### src/rtl/maxpool_2x2_s2_int4_if.sv
// Stream bundle between the window source and the 2x2 stride-2 max pooler.
// Both directions are valid-only streams with no ready: a beat transfers on every
// rising clock edge where its valid is high, and the receiver must always accept it.
interface maxpool_2x2_s2_int4_if;
  logic [2:0]  sel_in;
  logic        frame_start;
  logic        win_valid;
  logic [15:0] win_in;
  logic [3:0]  pool_out;
  logic        pool_valid;
  logic        frame_done;

  modport master (
    output sel_in,
    output frame_start,
    output win_valid,
    output win_in,
    input  pool_out,
    input  pool_valid,
    input  frame_done
  );

  modport slave (
    input  sel_in,
    input  frame_start,
    input  win_valid,
    input  win_in,
    output pool_out,
    output pool_valid,
    output frame_done
  );
endinterface

### src/rtl/maxpool_2x2_s2_int4.sv
// 2x2 stride-2 max pooling over a stream of int4 2x2 windows, 2-cycle latency.
// Define POOL_SIGNED_EN to compare nibbles as two's-complement; otherwise unsigned.
module maxpool_2x2_s2_int4 (
  input  logic                        clk,
  input  logic                        rst_n,
  maxpool_2x2_s2_int4_if.slave        bus
);

  localparam int unsigned W1 = 8;
  localparam int unsigned W2 = 14;
  localparam int unsigned W3 = 28;
  localparam int unsigned W4 = 56;
  localparam int unsigned W5 = 112;
  localparam int unsigned W6 = 224;

  logic [2:0] sel_q, sel_d;
  logic [7:0] col_q, col_d;
  logic [7:0] row_q, row_d;
  logic [7:0] width_m1;
  logic       qualify;
  logic       last;

  logic [3:0] m0_q, m0_d;
  logic [3:0] m1_q, m1_d;
  logic       v1_q, v1_d;
  logic       l1_q, l1_d;

  logic [3:0] pool_out_q, pool_out_d;
  logic       pool_valid_q, pool_valid_d;
  logic       frame_done_q, frame_done_d;

  // The winner is returned as its original bit pattern in both modes.
  function automatic logic [3:0] nib_max(input logic [3:0] a, input logic [3:0] b);
`ifdef POOL_SIGNED_EN
    nib_max = ($signed(a) >= $signed(b)) ? a : b;
`else
    nib_max = (a >= b) ? a : b;
`endif
  endfunction

  always_comb begin
    case (sel_q)
      3'd1:    width_m1 = 8'(W2 - 1);
      3'd2:    width_m1 = 8'(W3 - 1);
      3'd3:    width_m1 = 8'(W4 - 1);
      3'd4:    width_m1 = 8'(W5 - 1);
      3'd5:    width_m1 = 8'(W6 - 1);
      default: width_m1 = 8'(W1 - 1);
    endcase
  end

  // A frame_start beat is pixel (0,0) regardless of counter state, so the
  // following beat is (0,1); it never qualifies and never ends a frame.
  always_comb begin
    sel_d   = sel_q;
    col_d   = col_q;
    row_d   = row_q;
    qualify = 1'b0;
    last    = 1'b0;
    if (bus.win_valid) begin
      if (bus.frame_start) begin
        sel_d = bus.sel_in;
        col_d = 8'd1;
        row_d = 8'd0;
      end else begin
        qualify = row_q[0] & col_q[0];
        if (col_q == width_m1) begin
          col_d = 8'd0;
          if (row_q == width_m1) begin
            row_d = 8'd0;
            last  = 1'b1;
          end else begin
            row_d = row_q + 8'd1;
          end
        end else begin
          col_d = col_q + 8'd1;
        end
      end
    end
  end

  always_comb begin
    m0_d         = nib_max(bus.win_in[3:0], bus.win_in[7:4]);
    m1_d         = nib_max(bus.win_in[11:8], bus.win_in[15:12]);
    v1_d         = qualify;
    l1_d         = last & qualify;
    pool_out_d   = v1_q ? nib_max(m0_q, m1_q) : pool_out_q;
    pool_valid_d = v1_q;
    frame_done_d = l1_q;
  end

  always_ff @(posedge clk) begin
    if (!rst_n) begin
      sel_q        <= 3'd0;
      col_q        <= 8'd0;
      row_q        <= 8'd0;
      m0_q         <= 4'd0;
      m1_q         <= 4'd0;
      v1_q         <= 1'b0;
      l1_q         <= 1'b0;
      pool_out_q   <= 4'd0;
      pool_valid_q <= 1'b0;
      frame_done_q <= 1'b0;
    end else begin
      sel_q        <= sel_d;
      col_q        <= col_d;
      row_q        <= row_d;
      m0_q         <= m0_d;
      m1_q         <= m1_d;
      v1_q         <= v1_d;
      l1_q         <= l1_d;
      pool_out_q   <= pool_out_d;
      pool_valid_q <= pool_valid_d;
      frame_done_q <= frame_done_d;
    end
  end

  assign bus.pool_out   = pool_out_q;
  assign bus.pool_valid = pool_valid_q;
  assign bus.frame_done = frame_done_q;

endmodule
### src/flat_wrapper.sv
// flat-port wrapper written by rule: the top's interface ports become plain ports
module maxpool_2x2_s2_int4_flat 
  (clk, rst_n, bus_sel_in, bus_frame_start, bus_win_valid, bus_win_in, bus_pool_out, bus_pool_valid, bus_frame_done);
  maxpool_2x2_s2_int4_if bus_i ();
  input  logic clk;
  input  logic rst_n;
  input wire logic [$bits(bus_i.sel_in)-1:0] bus_sel_in;
  input wire logic [$bits(bus_i.frame_start)-1:0] bus_frame_start;
  input wire logic [$bits(bus_i.win_valid)-1:0] bus_win_valid;
  input wire logic [$bits(bus_i.win_in)-1:0] bus_win_in;
  output wire logic [$bits(bus_i.pool_out)-1:0] bus_pool_out;
  output wire logic [$bits(bus_i.pool_valid)-1:0] bus_pool_valid;
  output wire logic [$bits(bus_i.frame_done)-1:0] bus_frame_done;
  assign bus_i.sel_in = bus_sel_in;
  assign bus_i.frame_start = bus_frame_start;
  assign bus_i.win_valid = bus_win_valid;
  assign bus_i.win_in = bus_win_in;
  assign bus_pool_out = bus_i.pool_out;
  assign bus_pool_valid = bus_i.pool_valid;
  assign bus_frame_done = bus_i.frame_done;
  maxpool_2x2_s2_int4 u_core (.clk(clk), .rst_n(rst_n), .bus(bus_i));
endmodule
### config.mk
export PLATFORM = sky130hd
export DESIGN_NAME = maxpool_2x2_s2_int4_flat
export DESIGN_NICKNAME = d
export VERILOG_FILES = /design/src/rtl/maxpool_2x2_s2_int4_if.sv /design/src/rtl/maxpool_2x2_s2_int4.sv /design/src/flat_wrapper.sv
export SDC_FILE = /design/constraint.sdc
export NUM_CORES = 1
export LEC_CHECK = 0
export CAP_MARGIN = 20
export CORE_ASPECT_RATIO = 0.8
export CORE_MARGIN = 2
export CORE_UTILIZATION = 50
export DETAILED_ROUTE_END_ITERATION = 10
export PLACE_DENSITY = 0.74
export SYNTH_ARGS = -nofsm -noshare
export SYNTH_HDL_FRONTEND = slang
export SYNTH_SLANG_ARGS = --single-unit
### constraint.sdc
create_clock -name clk -period 2.6 [get_ports clk]
set_input_delay 0.26 -clock clk [delete_from_list [all_inputs] [get_ports clk]]
set_output_delay 0.26 -clock clk [all_outputs]
set_load 0.03 [all_outputs]
Figure 1. Cells coloured by class.
Scale: 4 px per um. Fill, decap, tap and diode cells in grey.
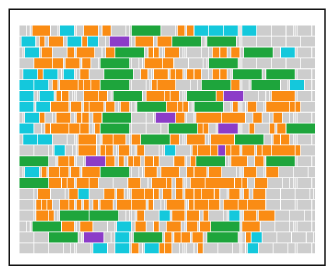
[orange] remaining logic cells | cells: 209 | share of their area: 56%
[purple] clock drivers and dummy loads | cells: 7 | share of their area: 3.4%
[cyan] remaining buffers and delay cells | cells: 37 | share of their area: 13%
[green] registers | cells: 35 | share of their area: 27%

Figure 2. A small window of the routed layout.
Window x 27 to 52, y 19 to 44 um. Cells in grey, sequential cells in the stronger grey; small squares are vias.
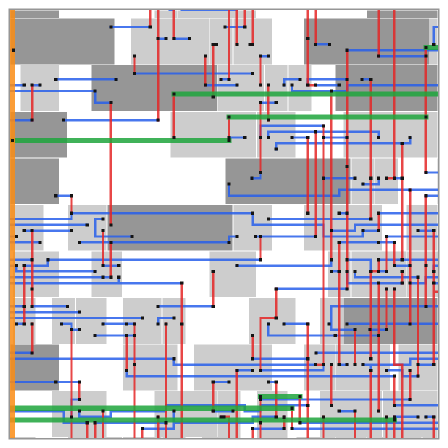
[red] M2
[orange] M4
[green] M3
[blue] M1
cells with their middle in the window: 46
netlist names of flops here include: u_core.m0_q (2), u_core.row_q (2)
most frequent: dfxtp_1 (7), nand2_1 (6), inv_1 (4)
sequential cells in the window: 7

Figure 3. The clock network.
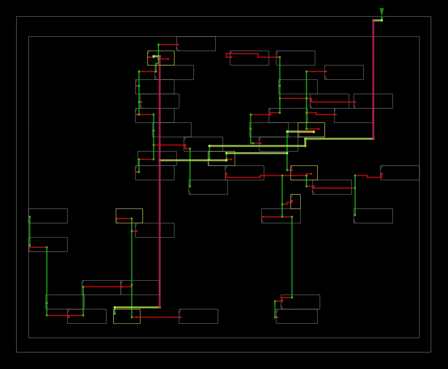
Seq cells: 35
Clock net power: 0.391 mW
TritonCTS buffer count: 5
CTS sink count: 35

Figure 4. Routed clock nets over the placement.
Scale: 8 px per um.
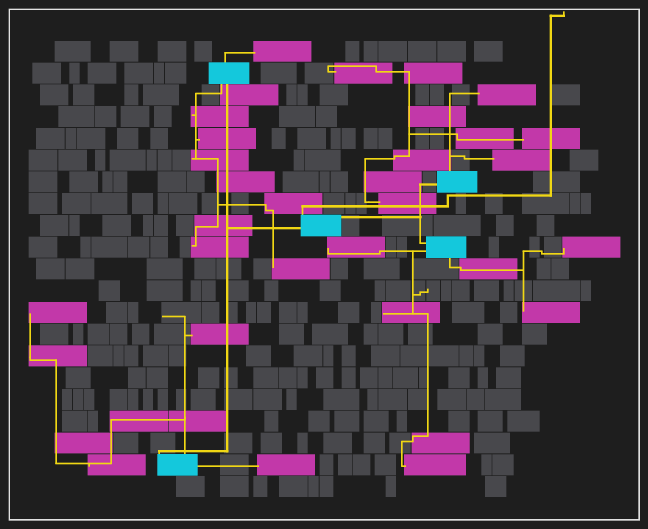
[cyan] clock-net drivers | count: 5
[yellow] clock wires | length: 448 um
[magenta] flip-flops | count: 35
flops lie: widely spread
Clock power frac: 0.336
latest clock arrival within the worst-skew pair: 0.29 ns
Setup Skew: 0.00637 ns

per-layer routing:
layer  GRT usage  vias to the layer above  wire, um  part of all wire
li1            -                      963         -                 -
met1       0.280                      838      2290              0.52
met2       0.260                       42      1780              0.40
met3      0.0444                        5       248             0.057
met4      0.0724                        0        70             0.016
met5           0                        -         0                 0
worst reg2reg max path, cell delays in order, from the launching register on:
cell and delay (ns):
dfxtp_2 0.32, inv_1 0.04, ha_1 0.33, buf_4 0.16, and4bb_1 0.25, xor2_1 0.15, o311ai_0 0.16, nor3_2 0.27
a21oi_1 0.16, o21ai_2 0.28, buf_4 0.17, nor2_1 0.04
sequential cells by signal (all words and copies together) (netlist names):
name / flops
u_core.m0_q: 4
u_core.row_q: 8
u_core.bus.pool_out: 4
u_core.bus.frame_done: 1
u_core.sel_q: 3
u_core.m1_q: 4
u_core.col_q: 8
u_core.bus.pool_valid: 1
u_core.pool_valid_d: 1
u_core.frame_done_d: 1
layout by cell type (no fill, tap or decap), types with 2 or more instances in the layout:
cell / instances
a21oi_1: 14
xor2_1: 4
nand2b_1: 5
and3_1: 2
clkbuf_8: 6
o21a_1: 3
and4bb_1: 2
o21ai_0: 8
nor2_1: 14
and2_1: 2
nand3_1: 8
ha_1: 16
nand2_1: 23
o311ai_2: 5
xnor2_1: 8
dfxtp_1: 34
nor3_1: 2
a21boi_0: 5
buf_4: 9
a31oi_1: 2
a21o_1: 6
mux2i_1: 12
nand4b_1: 2
clkdlybuf4s50_1: 28
nand4_1: 9
or2_2: 2
nor2b_1: 11
inv_1: 19
power breakdown:
group	switching (mW)	internal [mW]	total, mW
combinational	0.0991	0.114	0.213
clock	0.184	0.207	0.391
sequential	0.00972	0.551	0.561
==> run notes <==
run results: status=finished clean, Final Util=0.631, DR iter-0 viols=111, combinational gates=189, post-synth top area cell=dfxtp_1, post-CTS setup buffer count=0, CP Max Fanout=7, tally of OpenROAD warnings=28, first-pass GRT wire length=7.48 mm, type of the worst min-delay path=flip-flop to flip-flop, Reg clk slew, reported paths=0.07 ns, min Tclk post-route=2.44 ns, Cell Count, Final, Fillers Out=345, Pleak=1.08 nW, Final #Nets=327, DP HPWL=3.40 mm, DRC Markers=0, initial antenna violation count=0, largest class=combinational gates, xor/xnor share=0.0473, pwr dens=436 nW/um^2, Cell Type Count=54, number of clock buffers in the layout=6, Inverters excl. clock=20, Setup Viol. Count Final=0, WL/cell=12.7 um, Post-synth area hogs=dfxtp_1 32%, ha_1 9.0%, mux2i_1 5.4%, Layout fillers=375, yosys aoi share=0.182, top cells by count=35 x dfxtp_1, 23 x nand2_1, 19 x inv_1, hold depth=1, mux contribution to synthesized area=0.0540, crit path buf inv count=3, DIE AREA=5000 um^2, cts repair resizes=1, Final ANT Viol Nets=0, Mapped Nets=293, crit end category=flip-flop, Startpoint Class=flip-flop, Overflow after GRT=0, Synth Area in Simple Gates=0.249, Critical Path AT=2.62 ns, Synthesized registers=35, RR Startpoint=u_core.sel_q[1]
Power is estimated from default activity; no workload was simulated.
